==> images/cell_classes.png <==
The bar under the picture is 10 µm long. Fill, decap, tap and diode cells in gray.
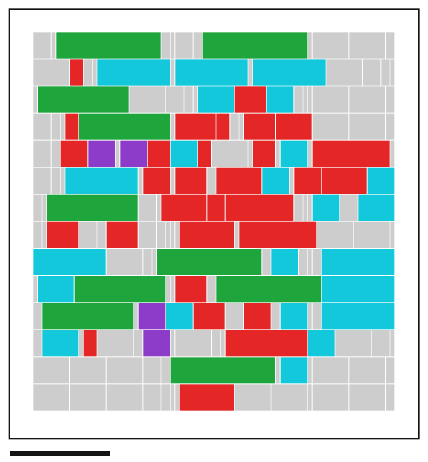
==> images/metal_stack.png <==
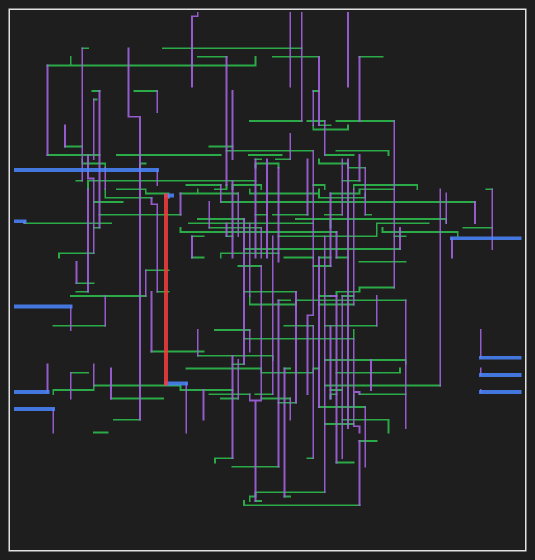
==> images/wire_density.png <==
8 x 9 tiles, from black (low) to pale yellow (high), scaled to the fullest tile. Values are wire area over tile area, all layers added.
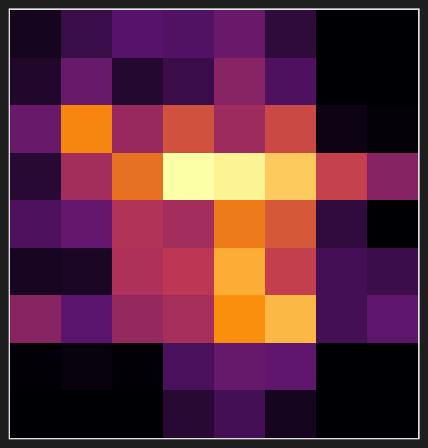
==> images/met1.png <==
Supply wires on this layer in gray.
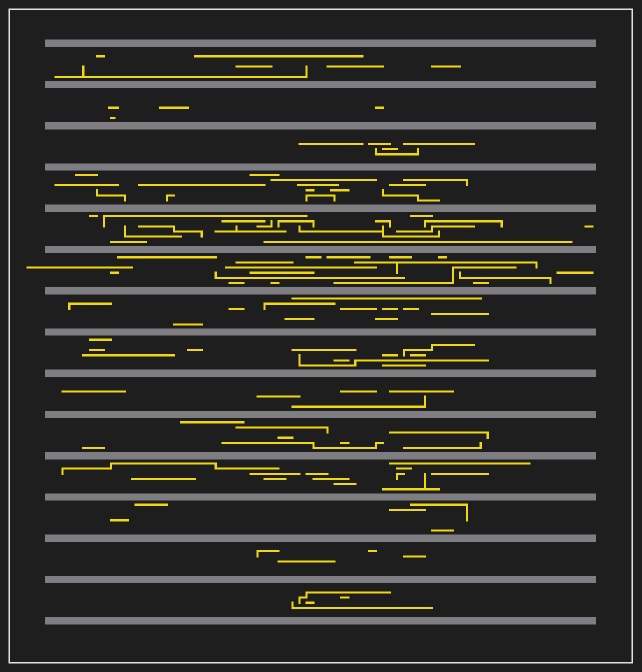
==> config.mk <==
export PLATFORM = sky130hd
export DESIGN_NAME = toggle_handshake_tx
export DESIGN_NICKNAME = d
export VERILOG_FILES = /design/src/rtl/toggle_hs_pkg.sv /design/src/rtl/sync_ff.sv /design/src/rtl/toggle_handshake_tx.sv
export SDC_FILE = /design/constraint.sdc
export NUM_CORES = 1
export LEC_CHECK = 0
export CORE_AREA = 2 2 39 41
export CTS_BUF_LIST = sky130_fd_sc_hd__clkbuf_4
export DETAILED_ROUTE_END_ITERATION = 16
export DIE_AREA = 0 0 41 43
export PLACE_DENSITY_LB_ADDON = 0.25
export SLEW_MARGIN = 0
export SYNTH_ARGS = -nofsm -noshare
export SYNTH_HDL_FRONTEND = slang
export SYNTH_SLANG_ARGS = --single-unit
==> constraint.sdc <==
create_clock -name clk_i -period 2.04 [get_ports clk_i]
set_clock_uncertainty 0.15 [all_clocks]
set_input_delay 0.51 -clock clk_i [delete_from_list [all_inputs] [get_ports clk_i]]
set_output_delay 0.51 -clock clk_i [all_outputs]
set_load 0.1 [all_outputs]
==> src/rtl/toggle_hs_pkg.sv <==
// Shared definitions for the toggle (2-phase) handshake transmitter and its receiver.
package toggle_hs_pkg;

  typedef enum logic {
    IDLE     = 1'b0,
    WAIT_ACK = 1'b1
  } hs_state_e;

endpackage

==> src/rtl/sync_ff.sv <==
// Multi-flop synchronizer for a single asynchronous bit into the clk_i domain.
module sync_ff #(
  parameter int unsigned STAGES = 2
) (
  input  logic clk_i,
  input  logic rst_i,
  input  logic d_i,
  output logic q_o
);

  (* ASYNC_REG = "TRUE" *) logic [STAGES-1:0] sync_q;

  always_ff @(posedge clk_i or posedge rst_i) begin
    if (rst_i) begin
      sync_q <= '0;
    end else begin
      sync_q <= {sync_q[STAGES-2:0], d_i};
    end
  end

  assign q_o = sync_q[STAGES-1];

endmodule

==> src/rtl/toggle_handshake_tx.sv <==
// Event-to-toggle handshake transmitter: queues event pulses in a saturating
// counter and launches one 2-phase request per event, one outstanding at a time.
module toggle_handshake_tx
  import toggle_hs_pkg::*;
#(
  parameter int unsigned CNT_W       = 4,
  parameter int unsigned SYNC_STAGES = 2
) (
  input  logic             clk_i,
  input  logic             rst_i,
  input  logic             event_i,
  input  logic             ack_i,
  input  logic             clr_i,
  output logic             req_o,
  output logic             busy_o,
  output logic             done_o,
  output logic [CNT_W-1:0] pending_o,
  output logic             overflow_o
);

  localparam logic [CNT_W-1:0] CNT_MAX = '1;

  hs_state_e        state_q, state_d;
  logic             req_q, req_d;
  logic             done_q, done_d;
  logic             ovf_q, ovf_d;
  logic [CNT_W-1:0] cnt_q, cnt_d;
  logic             ack_s;
  logic             launch;
  logic             drop;

  sync_ff #(
    .STAGES(SYNC_STAGES)
  ) u_ack_sync (
    .clk_i(clk_i),
    .rst_i(rst_i),
    .d_i  (ack_i),
    .q_o  (ack_s)
  );

  always_comb begin
    state_d = state_q;
    req_d   = req_q;
    done_d  = 1'b0;
    launch  = 1'b0;
    case (state_q)
      IDLE: begin
        if (cnt_q != '0) begin
          launch  = 1'b1;
          req_d   = ~req_q;
          state_d = WAIT_ACK;
        end
      end
      WAIT_ACK: begin
        if (ack_s == req_q) begin
          state_d = IDLE;
          done_d  = 1'b1;
        end
      end
      default: state_d = IDLE;
    endcase
  end

  // A launch frees a slot in the same cycle, so a full counter only drops
  // an event when nothing is being launched.
  always_comb begin
    drop  = event_i && (cnt_q == CNT_MAX) && !launch;
    cnt_d = cnt_q;
    if (event_i && !launch && !drop) begin
      cnt_d = cnt_q + CNT_W'(1);
    end else if (launch && !event_i) begin
      cnt_d = cnt_q - CNT_W'(1);
    end
    ovf_d = ovf_q;
    if (drop) begin
      ovf_d = 1'b1;
    end else if (clr_i) begin
      ovf_d = 1'b0;
    end
  end

  always_ff @(posedge clk_i or posedge rst_i) begin
    if (rst_i) begin
      state_q <= IDLE;
      req_q   <= 1'b0;
      done_q  <= 1'b0;
      ovf_q   <= 1'b0;
      cnt_q   <= '0;
    end else begin
      state_q <= state_d;
      req_q   <= req_d;
      done_q  <= done_d;
      ovf_q   <= ovf_d;
      cnt_q   <= cnt_d;
    end
  end

  assign req_o      = req_q;
  assign busy_o     = (state_q == WAIT_ACK);
  assign done_o     = done_q;
  assign pending_o  = cnt_q;
  assign overflow_o = ovf_q;

endmodule

==> qor.yml <==
status: "finished, violations left"
violations: "negative setup slack"
drv_cap: 0
finalSetupViolations: 3
xor_area_share_pct: 8.71
mi_logic_area_um2: 289
busiest_layer: "met2"
edf_count: 0
grt_max_degree: 11
hold_class: "reg2reg"
slew_viol_final: 0
lay_top_count: "buf_4"
dr.pass1.iters: 5
min_period_ns: 2.18
die_w_um: 41
rsz0062_at_grt: "true"
seq_cells: 10
seq_share_pct: 29.8
yosysWarnings: 0
async_flop_share_pct: 100
top_cells_by_area: "dfrtp_1, xor2_1, ha_1, mux2_1, fa_1"
dominant_cells: "logic gates"
area_growth_pct: 79.4
tritoncts: "yes"
synth_area_um2: 503
crit_type: "reg2reg"
port_buffers: 12
clk_pin_slew_worst_paths_ns: 0.06
drt_iter0_drc: 2
drc: 0
insertion_delay_ns: 0.26
warnings: 29
worst_setup_path_start_kind: "flop"
via_per_inst: 4.95
synth-simple-area-share_pct: 8.21
inverters_excl_clock: 3
yosysTopAreaCellShare_pct: 49.8
syn-num-nets: 48
antenna_found_initial: 0
holdBufCountCts: 0
taps: 16
finalNetCount: 76
place_area_um2: 851
dpl.hpwl_um: 866
synth_cell_types: 21
synthCells: 40
met1_usage_pct: 24.1
required_ns: 2.07
slew_headroom_pct: 75.1
nClkBuffers: 4
antennaDiodeCount: 0
fin_ws_ns: -0.142
wl_met3_um: 38
synth_flops: 10
crit_fanout: 3
num-nonclk-buffers: 23
fin_area_um2: 902
ys_sh_adder_pct: 8.96
met3_usage_pct: 3.14
ant_nets: 0
## Picture notes: cell_classes.png
legend:
  flops:
    color: green
    cells: 10
  other buffers and delay cells:
    color: cyan
    cells: 23
  clock drivers and dummy loads:
    color: purple
    cells: 4
  all other logic:
    color: red
    cells: 30
Final Util: 65.2%
Core Region: 0.00138 mm²

## Picture notes: metal_stack.png
legend:
  met3:
    color: blue
    wire_length: 38.4 µm
  met2:
    color: purple
    wire_length: 552 µm
  met4:
    color: red
    wire_length: 15.0 µm
  met1:
    color: green
    wire_length: 484 µm
Post-Route WL: 1090 µm
post-DR wirelength/cell: 13.1 µm
All-Layer GR Usage: 16.9%
Vias: 411

## Picture notes: wire_density.png
fullest tile: 0.34
tiles over half the peak: 19%
densest ninth of the die: middle
mean over tiles: 0.096
emptiest ninth of the die: top right

## Picture notes: met1.png
main direction: horizontal
share of all routed wire: 44%
longest straight run: 20.2 µm
nets with wire on the layer: 62

[metrics by stage]
step	std cells	TNS, ns	hold slack (ns)	setup WS (ns)
2_1_floorplan	40	-0.531	0.181	-0.275
3_3_place_gp	78	-0.866	0.189	-0.299
3_5_place_dp	78	-0.979	0.189	-0.325
4_1_cts	83	-0.249	0.208	-0.144
5_1_grt	83	-0.581	0.223	-0.248
6_report	83	-0.324	0.203	-0.142
[path summary, 6_finish.rpt]
check                      slack [ns]                            from  depth (start not counted)                             end
min in group asynchronous        0.37                           rst_i                          2  u_ack_sync.sync_q[0]$_DFF_PP0_
hold reg to reg                  0.20  u_ack_sync.sync_q[0]$_DFF_PP0_                          0  u_ack_sync.sync_q[1]$_DFF_PP0_
setup / recovery                -0.14        pending_o[1]$_DFFE_PP0P_                          7        pending_o[3]$_DFFE_PP0P_
hold / removal                   0.20  u_ack_sync.sync_q[0]$_DFF_PP0_                          0  u_ack_sync.sync_q[1]$_DFF_PP0_
max in group asynchronous        1.07                           rst_i                          2                busy_o$_DFF_PP0_
setup reg to reg                -0.14        pending_o[1]$_DFFE_PP0P_                          7        pending_o[3]$_DFFE_PP0P_
[sequential cells by signal (all words and copies together) (netlist names)]
name and cells:
req_o 1, done_o 1, pending_o 4, overflow_o 1
u_ack_sync.sync_q 2, busy_o 1
[worst max-delay path, cell delays in order (launching register included)]
cell and delay, ns:
dfrtp_4 0.49, nor4_4 0.36, o31ai_4 0.12, ha_1 0.29, a21o_1 0.17, a21oi_2 0.13
mux2i_1 0.23, xor2_1 0.16
